File: src/rtl/axi_st_patgen_pkg.sv
// Shared encodings and constants for the AXI4-Stream pattern generator.
// Also holds the Galois LFSR step used by the generator and its LFSR sub-module.
package axi_st_patgen_pkg;

  typedef enum logic [1:0] {
    PAT_INCR  = 2'd0,
    PAT_LFSR  = 2'd1,
    PAT_WALK1 = 2'd2,
    PAT_FIXED = 2'd3
  } pat_sel_e;

  typedef enum logic [1:0] {
    IDLE = 2'd0,
    RUN  = 2'd1,
    DONE = 2'd2
  } state_e;

  localparam logic [31:0] LFSR_SEED  = 32'h0000_0001;
  localparam logic [31:0] LFSR_TAPS  = 32'h8020_0003;
  localparam logic [31:0] FIXED_EVEN = 32'hA5A5_5A5A;
  localparam logic [31:0] FIXED_ODD  = 32'h5A5A_A5A5;

  // Right-shifting Galois form: the LSB falling out selects the tap mask.
  function automatic logic [31:0] lfsr_step(input logic [31:0] s);
    return s[0] ? ((s >> 1) ^ LFSR_TAPS) : (s >> 1);
  endfunction

endpackage

File: src/rtl/axi_st_patgen_if.sv
// AXI4-Stream transmit bundle between the pattern generator and its follower.
interface axi_st_patgen_if #(
  parameter int DATA_W = 512
);
  logic [DATA_W-1:0]   tdata;
  logic                tvalid;
  logic                tready;
  logic                tlast;
  logic [DATA_W/8-1:0] tkeep;

  modport master (output tdata, tvalid, tlast, tkeep, input tready);
  modport slave  (input tdata, tvalid, tlast, tkeep, output tready);
endinterface

File: src/rtl/axi_st_patgen_lfsr.sv
// 32-bit Galois LFSR; reseeds on seed_load, otherwise steps once per advance.
module axi_st_patgen_lfsr
  import axi_st_patgen_pkg::*;
(
  input  logic        clk,
  input  logic        rst_n,
  input  logic        seed_load,
  input  logic        advance,
  output logic [31:0] state
);

  logic [31:0] state_q, state_d;

  always_comb begin
    state_d = state_q;
    if (seed_load) begin
      state_d = LFSR_SEED;
    end else if (advance) begin
      state_d = lfsr_step(state_q);
    end
  end

  always_ff @(posedge clk or negedge rst_n) begin
    if (!rst_n) begin
      state_q <= LFSR_SEED;
    end else begin
      state_q <= state_d;
    end
  end

  assign state = state_q;

endmodule

File: src/rtl/axi_st_patgen.sv
// AXI4-Stream pattern generator driven by CSR run controls; captures first and
// last accepted beats for software compare.
module axi_st_patgen
  import axi_st_patgen_pkg::*;
#(
  parameter int DATA_W = 512
) (
  input  logic              clk,
  input  logic              rst_n,
  input  logic              csr_patgen_en,
  input  logic [1:0]        csr_patgen_sel,
  input  logic [8:0]        csr_patgen_cnt,
  input  logic              csr_cntuspatt_en,
  axi_st_patgen_if.master   axis,
  output logic [DATA_W-1:0] data_in_first,
  output logic              data_in_first_valid,
  output logic [DATA_W-1:0] data_in_last,
  output logic              data_in_last_valid,
  output logic              busy,
  output logic [15:0]       beat_cnt
);

  localparam int NWORDS = DATA_W / 32;

  state_e            state_q, state_d;
  logic              en_q;
  pat_sel_e          sel_q, sel_d;
  logic [8:0]        cnt_q, cnt_d;
  logic              cont_q, cont_d;
  logic              stop_q, stop_d;
  logic [31:0]       idx_q, idx_d;
  logic [DATA_W-1:0] tdata_q, tdata_d;
  logic              tvalid_q, tvalid_d;
  logic              tlast_q, tlast_d;
  logic [DATA_W-1:0] first_q, first_d;
  logic              first_valid_q, first_valid_d;
  logic [DATA_W-1:0] last_q, last_d;
  logic              last_valid_q, last_valid_d;
  logic [15:0]       beat_cnt_q, beat_cnt_d;

  logic        start;
  logic        accept;
  logic        lfsr_load;
  logic        lfsr_adv;
  logic [31:0] lfsr_state;
  logic [31:0] idx_inc;

  assign start   = csr_patgen_en & ~en_q;
  assign accept  = tvalid_q & axis.tready;
  assign idx_inc = idx_q + 32'd1;

  function automatic logic [DATA_W-1:0] pattern(input pat_sel_e sel,
                                                input logic [31:0] idx,
                                                input logic [31:0] lfsr);
    logic [DATA_W-1:0] d;
    logic [DATA_W-1:0] one;
    d      = '0;
    one    = '0;
    one[0] = 1'b1;
    for (int k = 0; k < NWORDS; k++) begin
      case (sel)
        PAT_INCR:  d[k*32 +: 32] = idx * 32'(NWORDS) + 32'(k);
        PAT_LFSR:  d[k*32 +: 32] = lfsr;
        PAT_FIXED: d[k*32 +: 32] = idx[0] ? FIXED_ODD : FIXED_EVEN;
        default:   d[k*32 +: 32] = '0;
      endcase
    end
    if (sel == PAT_WALK1) begin
      d = one << (idx % 32'(DATA_W));
    end
    return d;
  endfunction

  axi_st_patgen_lfsr u_lfsr (
    .clk       (clk),
    .rst_n     (rst_n),
    .seed_load (lfsr_load),
    .advance   (lfsr_adv),
    .state     (lfsr_state)
  );

  always_ff @(posedge clk or negedge rst_n) begin
    if (!rst_n) begin
      state_q       <= IDLE;
      en_q          <= 1'b0;
      sel_q         <= PAT_INCR;
      cnt_q         <= '0;
      cont_q        <= 1'b0;
      stop_q        <= 1'b0;
      idx_q         <= '0;
      tdata_q       <= '0;
      tvalid_q      <= 1'b0;
      tlast_q       <= 1'b0;
      first_q       <= '0;
      first_valid_q <= 1'b0;
      last_q        <= '0;
      last_valid_q  <= 1'b0;
      beat_cnt_q    <= '0;
    end else begin
      state_q       <= state_d;
      en_q          <= csr_patgen_en;
      sel_q         <= sel_d;
      cnt_q         <= cnt_d;
      cont_q        <= cont_d;
      stop_q        <= stop_d;
      idx_q         <= idx_d;
      tdata_q       <= tdata_d;
      tvalid_q      <= tvalid_d;
      tlast_q       <= tlast_d;
      first_q       <= first_d;
      first_valid_q <= first_valid_d;
      last_q        <= last_d;
      last_valid_q  <= last_valid_d;
      beat_cnt_q    <= beat_cnt_d;
    end
  end

  // A run ends on the tlast beat, or on the first handshake after en has dropped.
  always_comb begin
    state_d = state_q;
    case (state_q)
      IDLE: begin
        if (start) begin
          state_d = (!csr_cntuspatt_en && csr_patgen_cnt == 9'd0) ? DONE : RUN;
        end
      end
      RUN: begin
        if (accept && (tlast_q || stop_q || !csr_patgen_en)) begin
          state_d = DONE;
        end
      end
      DONE: begin
        if (!csr_patgen_en) begin
          state_d = IDLE;
        end
      end
      default: state_d = IDLE;
    endcase
  end

  always_comb begin
    sel_d         = sel_q;
    cnt_d         = cnt_q;
    cont_d        = cont_q;
    stop_d        = stop_q;
    idx_d         = idx_q;
    tdata_d       = tdata_q;
    tvalid_d      = tvalid_q;
    tlast_d       = tlast_q;
    first_d       = first_q;
    first_valid_d = first_valid_q;
    last_d        = last_q;
    last_valid_d  = last_valid_q;
    beat_cnt_d    = beat_cnt_q;
    lfsr_load     = 1'b0;
    lfsr_adv      = 1'b0;

    case (state_q)
      IDLE: begin
        if (start) begin
          sel_d         = pat_sel_e'(csr_patgen_sel);
          cnt_d         = csr_patgen_cnt;
          cont_d        = csr_cntuspatt_en;
          stop_d        = 1'b0;
          idx_d         = '0;
          beat_cnt_d    = '0;
          first_d       = '0;
          first_valid_d = 1'b0;
          last_d        = '0;
          last_valid_d  = 1'b0;
          lfsr_load     = 1'b1;
          if (state_d == RUN) begin
            tvalid_d = 1'b1;
            tdata_d  = pattern(pat_sel_e'(csr_patgen_sel), 32'd0, LFSR_SEED);
            tlast_d  = !csr_cntuspatt_en && csr_patgen_cnt == 9'd1;
          end else begin
            last_valid_d = 1'b1;
          end
        end
      end
      RUN: begin
        if (!csr_patgen_en) begin
          stop_d = 1'b1;
        end
        if (accept) begin
          beat_cnt_d = (beat_cnt_q == 16'hFFFF) ? beat_cnt_q : beat_cnt_q + 16'd1;
          idx_d      = idx_inc;
          lfsr_adv   = 1'b1;
          last_d     = tdata_q;
          if (!first_valid_q) begin
            first_d       = tdata_q;
            first_valid_d = 1'b1;
          end
          if (state_d == DONE) begin
            tvalid_d     = 1'b0;
            tlast_d      = 1'b0;
            last_valid_d = 1'b1;
          end else begin
            // Next beat's LFSR word is one step ahead of the word now on the bus.
            tdata_d = pattern(sel_q, idx_inc, lfsr_step(lfsr_state));
            tlast_d = !cont_q && (idx_inc == {23'd0, cnt_q} - 32'd1);
          end
        end
      end
      default: begin
        tvalid_d = 1'b0;
        tlast_d  = 1'b0;
      end
    endcase
  end

  assign axis.tdata          = tdata_q;
  assign axis.tvalid         = tvalid_q;
  assign axis.tlast          = tlast_q;
  assign axis.tkeep          = '1;
  assign data_in_first       = first_q;
  assign data_in_first_valid = first_valid_q;
  assign data_in_last        = last_q;
  assign data_in_last_valid  = last_valid_q;
  assign busy                = (state_q == RUN);
  assign beat_cnt            = beat_cnt_q;

endmodule

File: src/flat_wrapper.sv
// flat-port wrapper written by rule: the top's interface ports become plain ports
module axi_st_patgen_flat import axi_st_patgen_pkg::*;
#(
  parameter int DATA_W = 512
)
  (clk, rst_n, csr_patgen_en, csr_patgen_sel, csr_patgen_cnt, csr_cntuspatt_en, data_in_first, data_in_first_valid, data_in_last, data_in_last_valid, busy, beat_cnt, axis_tdata, axis_tvalid, axis_tlast, axis_tkeep, axis_tready);
  axi_st_patgen_if #(.DATA_W(DATA_W)) axis_i ();
  input  logic clk;
  input  logic rst_n;
  input  logic csr_patgen_en;
  input  logic [1:0] csr_patgen_sel;
  input  logic [8:0] csr_patgen_cnt;
  input  logic csr_cntuspatt_en;
  output logic [DATA_W-1:0] data_in_first;
  output logic data_in_first_valid;
  output logic [DATA_W-1:0] data_in_last;
  output logic data_in_last_valid;
  output logic busy;
  output logic [15:0] beat_cnt;
  output wire logic [$bits(axis_i.tdata)-1:0] axis_tdata;
  output wire logic [$bits(axis_i.tvalid)-1:0] axis_tvalid;
  output wire logic [$bits(axis_i.tlast)-1:0] axis_tlast;
  output wire logic [$bits(axis_i.tkeep)-1:0] axis_tkeep;
  input wire logic [$bits(axis_i.tready)-1:0] axis_tready;
  assign axis_tdata = axis_i.tdata;
  assign axis_tvalid = axis_i.tvalid;
  assign axis_tlast = axis_i.tlast;
  assign axis_tkeep = axis_i.tkeep;
  assign axis_i.tready = axis_tready;
  axi_st_patgen #(.DATA_W(DATA_W)) u_core (.clk(clk), .rst_n(rst_n), .csr_patgen_en(csr_patgen_en), .csr_patgen_sel(csr_patgen_sel), .csr_patgen_cnt(csr_patgen_cnt), .csr_cntuspatt_en(csr_cntuspatt_en), .axis(axis_i), .data_in_first(data_in_first), .data_in_first_valid(data_in_first_valid), .data_in_last(data_in_last), .data_in_last_valid(data_in_last_valid), .busy(busy), .beat_cnt(beat_cnt));
endmodule
File: config.mk
export PLATFORM = sky130hd
export DESIGN_NAME = axi_st_patgen_flat
export DESIGN_NICKNAME = d
export VERILOG_FILES = /design/src/rtl/axi_st_patgen_pkg.sv /design/src/rtl/axi_st_patgen_if.sv /design/src/rtl/axi_st_patgen_lfsr.sv /design/src/rtl/axi_st_patgen.sv /design/src/flat_wrapper.sv
export SDC_FILE = /design/constraint.sdc
export NUM_CORES = 2
export LEC_CHECK = 0
export CAP_MARGIN = 15
export CORE_AREA = 2 2 635 637
export CTS_BUF_LIST = sky130_fd_sc_hd__clkbuf_4 sky130_fd_sc_hd__clkbuf_8
export DETAILED_ROUTE_END_ITERATION = 6
export DIE_AREA = 0 0 637 639
export DONT_BUFFER_PORTS = 1
export GPL_ROUTABILITY_DRIVEN = 0
export SYNTH_ARGS = -nofsm -noshare
export SYNTH_HDL_FRONTEND = slang
export SYNTH_SLANG_ARGS = --single-unit
File: constraint.sdc
create_clock -name clk -period 5.1 [get_ports clk]
set_input_delay 1.275 -clock clk [delete_from_list [all_inputs] [get_ports clk]]
set_output_delay 1.275 -clock clk [all_outputs]
set_load 0.02 [all_outputs]
==> images/flops_by_reg.png <==
Other sequential cells in the stronger grey, the rest of the logic in the fainter grey.
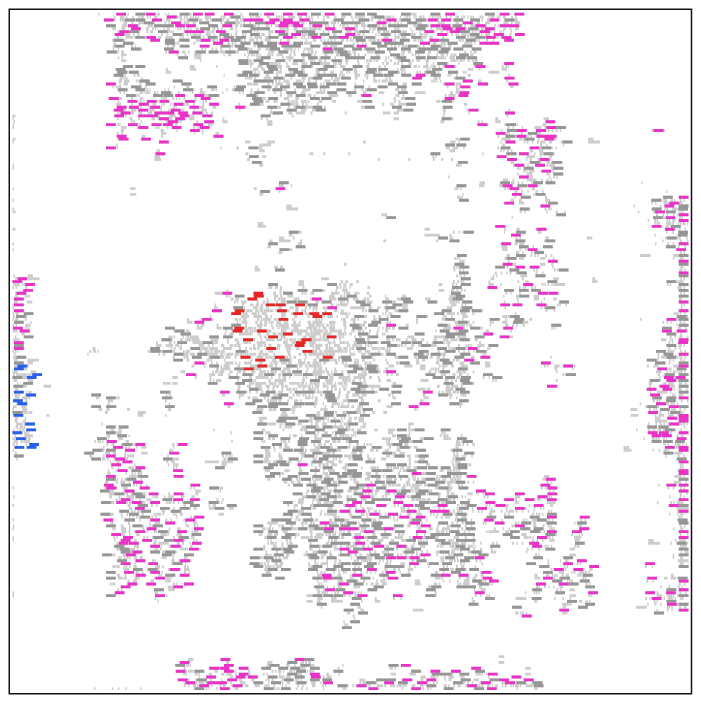
legend:
  magenta:
    signal: u_core.data_in_last
    flops: 512
    where: all over the die
  blue:
    signal: u_core.beat_cnt
    flops: 16
    where: west
  red:
    signal: u_core.idx_q
    flops: 32
    where: centre
not coloured: 1076
Storage cell area: 0.0409 mm2
Util after Layout: 19.7%
seq pwr: 34.1 mW
sequential cell area share: 51.8%

==> images/placement.png <==
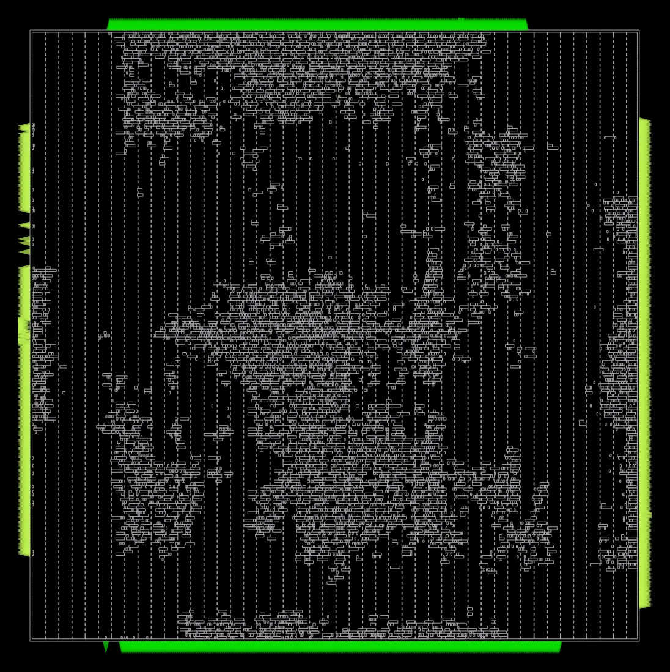
tap cells: 5287
core box area: 0.401 mm2

==> images/io_fan.png <==
Bar = 200 um.
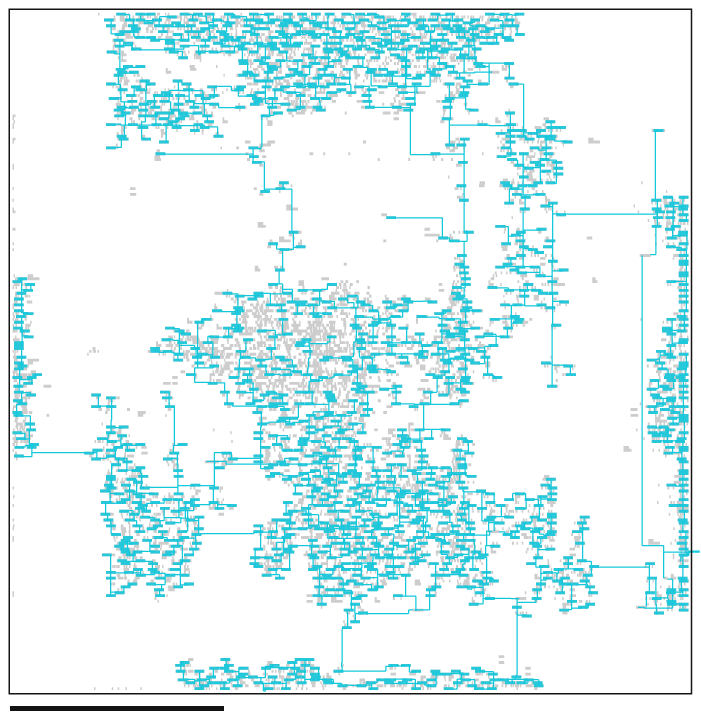
legend:
  cyan:
    port: rst_n
    bits: 1
    direction: input
    end_cells: 1636
    buffers: 12
    wire: 15700 um
I/O Pins: 1637
Port Buffers: 0

==> summary.txt <==
status: finished clean
yosys warning tally: 0
Die ar.: 0.407 mm2
met1 Use GR: 24.8%
post-route setup TNS: 0 ns
initial antenna violation count: 66
Final Setup Violations: 0
clock sink count: 1636
worst setup margin: 0.677 ns
number of global-route vias before repair: 51600
DP Worst Slack: 0.821 ns
Static Leak: 33.7 nW
DR iter-0 viols: 7484
crit path time final: 4.42 ns
Worst-Margin Slew: 1.37 ns
Syn Area/Cell: 9.58 um2
DIE WIDTH: 637 um
crit path kind: register to register
Overflow after GRT: 0
Largest cells by area: dfrtp_1 (62%), nand2_1 (12%), o21ai_0 (11%)
ys cells: 6851
Nets: 6883
Unique cell types: 76
vias per inst: 4.55
Die Span Y: 639 um
Logic area: 0.0226 mm2
CP Max Fanout: 21
row count: 233
Worst Path Required: 6.10 ns
DR pass1 iterations: 6
Most common reg cell: dfrtp_1
Clock Skew: 0.147 ns
worst vdd ir: 0.000334 V
tool warnings: 146
cts hold-fix bufs: 2
H-tree Lvls: 5
Top cell area share: 62.3%
endpoints failing hold: 0
worst skew pair latency: 1.18 ns
Async S/R FF share, synth: 100%
Post-CTS Setup Bufs: 0
Residual DRC: 0
hpwl dp: 408000 um
Core Density at Floorplan: 16.4%
max-slew violation count: 0
Max Cap Viol: 0
Peak Freq: 226 MHz
Cell Area, Synth: 0.0657 mm2
worst hold margin: 0.142 ns
Crit path arrival time: 5.43 ns
cycle use final: 86.7%
CP startpoint kind: register
largest net degree at the start of global routing: 267
share of post-route cells with drive strength above 1: 11.8%
ys flops: 1636
Synth Seq Share: 62.3%
Hold/Removal Path Class: input port to asynchronous set/reset pin
synthesis-to-finish area growth: 20.4%
post-cts sizing count: 0
GR Layer Usage met3: 14.6%
cells after synthesis: 6851
RSZ-0062 raised after global routing: false
Chip Area, Yosys: 0.0657 mm2
cell taking the most area after synthesis: dfrtp_1
EDFF count, synth: 0
wire length of the first global-routing pass: 624000 um
busiest grt layer: met2
antenna-violating nets left: 0
CTS tree: yes
Clock transition at path regs: 0.07 ns
clock buffer depth: 4
Rel. slew slack: 8.75%
Root Buffer: clkbuf_8
PD cells: 786 mW/mm2
# fillers: 44100
Num CTS Buffers: 312
CP Capture Type: register
==> images/wires.png <==
Only two layers are drawn.
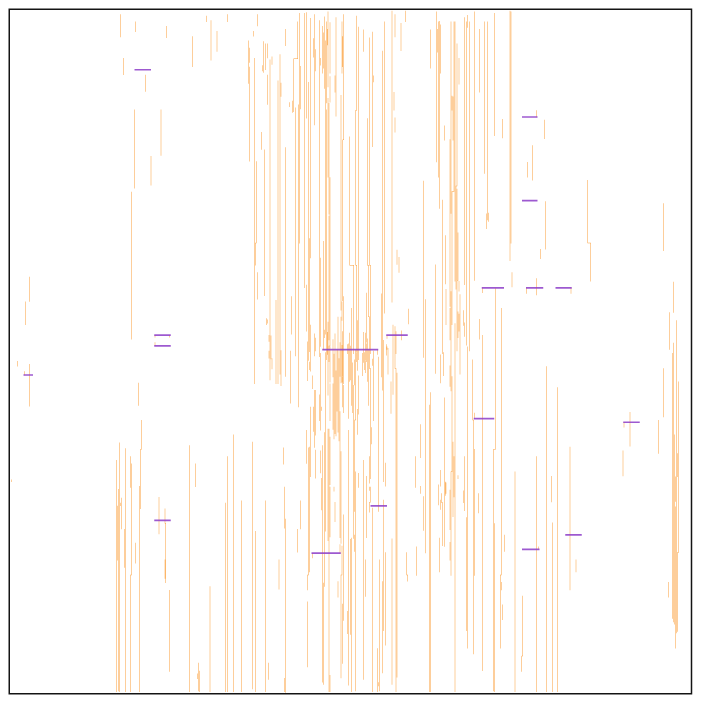
legend:
  orange:
    layer: metal 4
    wire_length: 33.6 mm
  purple:
    layer: metal 5
    wire_length: 305 um
vias: 56600
WL/cell: 40.7 um
Tot GR Track Use: 23.9%
DRT Wirelength: 506000 um

==> images/layer_met2.png <==
Bar = 200 um.
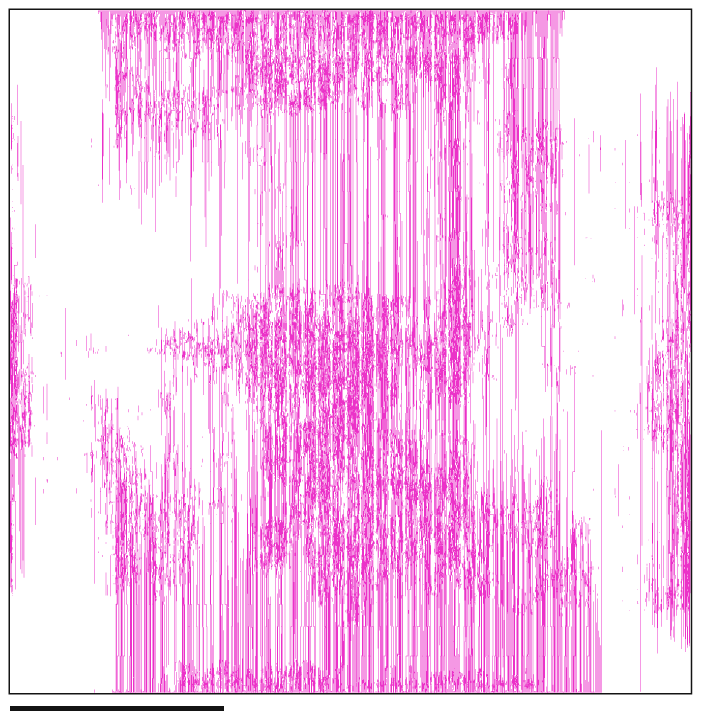
nets with wire on the layer: 5405
main direction: vertical
longest straight run: 337 um
share of all routed wire: 44%
wire length on this layer: 225 mm
M2 GR Usage: 36.9%

-- routing by layer --
layer	routed length, um	part of all wire [%]
met3	78000	15
met5	304	0.060
met2	225000	44
met1	169000	33
met4	33600	6.6
-- cell families after synthesis --
logic type	count (synthesis)	share of synthesized area (%)
buf+inv	603	4.07
other cells	1	0.00571
flops	1636	62.3
mux	1	0.0152
compound gates	2173	18.1
fa+ha+maj	13	0.248
simple gates	2357	14.3
xor+xnor	67	0.905
-- final timing paths --
path	from	endpoint	slack [ns]	cells after the start
setup / recovery	u_core.idx_q[0]	u_core.axis.tdata[240]	0.68	8
hold / removal	rst_n	u_core.data_in_last[127]	0.14	1
setup reg to reg	u_core.idx_q[0]	u_core.axis.tdata[240]	0.68	8
hold reg to reg	u_core.stop_q	u_core.stop_q	0.51	1
max in group asynchronous	rst_n	u_core.data_in_last[65]	1.08	5
min in group clk	csr_patgen_en	u_core.en_q	0.17	0
-- critical path, cell delays in order (launching register included) --
cell and delay, ns:
dfrtp_1 0.69, ha_1 0.40, and4_1 0.30, nand2_1 0.08, xor2_1 0.30, nor2_1 0.42, and2_2 1.05, nand2_1 0.70
o211ai_1 0.33
-- final cells by class --
type,instances,share of cell area [%]
antenna,71,0.225
clock buffer,442,7.05
clock inverter,86,1.35
inverter,26,0.123
multi-input combinational,4675,28.5
sequential,1636,51.8
tap,5287,8.36
timing repair buffer,203,2.60
-- power by group --
group | switching (mW) | internal, mW | leakage [nW]
logic | 10.0 | 3.39 | 7.89
registers | 16.9 | 17.2 | 22.3
clock network | 6.70 | 7.89 | 3.52
-- cells in the final DEF (no fill, tap or decap), types with 7 or more instances in the layout --
cell and count:
dfrtp_1 1635, a221o_2 10, o211ai_1 81, a21oi_1 371
buf_16 10, conb_1 64, o311ai_0 20, nor3_1 12
o31ai_1 26, clkbuf_4 81, nor2_2 23, and3_1 12
inv_1 25, nor4_1 9, nand4_1 14, and2_2 8
buf_12 26, ha_1 13, or3_1 7, xnor2_1 38
xor2_1 28, diode_2 71, o21ai_1 22, clkinv_2 40
a21oi_2 7, o21ai_0 1490, buf_4 165, a22oi_1 8
nor2_1 90, nand2_1 2063, bufinv_16 15, and3_2 8
a221o_1 94, clkbuf_8 361, nand3_1 49, inv_6 7
-- stage by stage --
| stage | instance area [um2] | power [mW] | cells | util, % |
|---|---|---|---|---|
| final | 79100 | 62.2 | 12400 | 19.7 |
| after floorplan | 65900 | 33.2 | 6914 | - |
| after global routing | 78900 | 64.5 | 12400 | 19.7 |
| after detailed placement | 72200 | 47.9 | 11800 | 18.0 |
| after global placement | 72200 | 47.7 | 11800 | 18.0 |
| after CTS | 78900 | 62.5 | 12400 | 19.7 |
-- cell usage after synthesis (5+ instances only) --
master,number
a21oi_1,376
a221o_1,104
a22oi_1,8
a32oi_1,6
and2_1,14
and3_1,21
and4_1,6
buf_1,47
buf_2,110
buf_4,64
clkbuf_1,351
dfrtp_1,1635
ha_1,13
inv_1,25
nand2_1,2065
nand2b_1,5
nand3_1,50
nand4_1,14
nor2_1,114
nor3_1,13
nor4_1,10
o211ai_1,81
o21ai_0,1492
o21ai_1,25
o311ai_0,20
o31ai_1,27
or3_1,8
xnor2_1,38
xor2_1,28
No activity file was given, so power comes from the tool's default toggle rates.
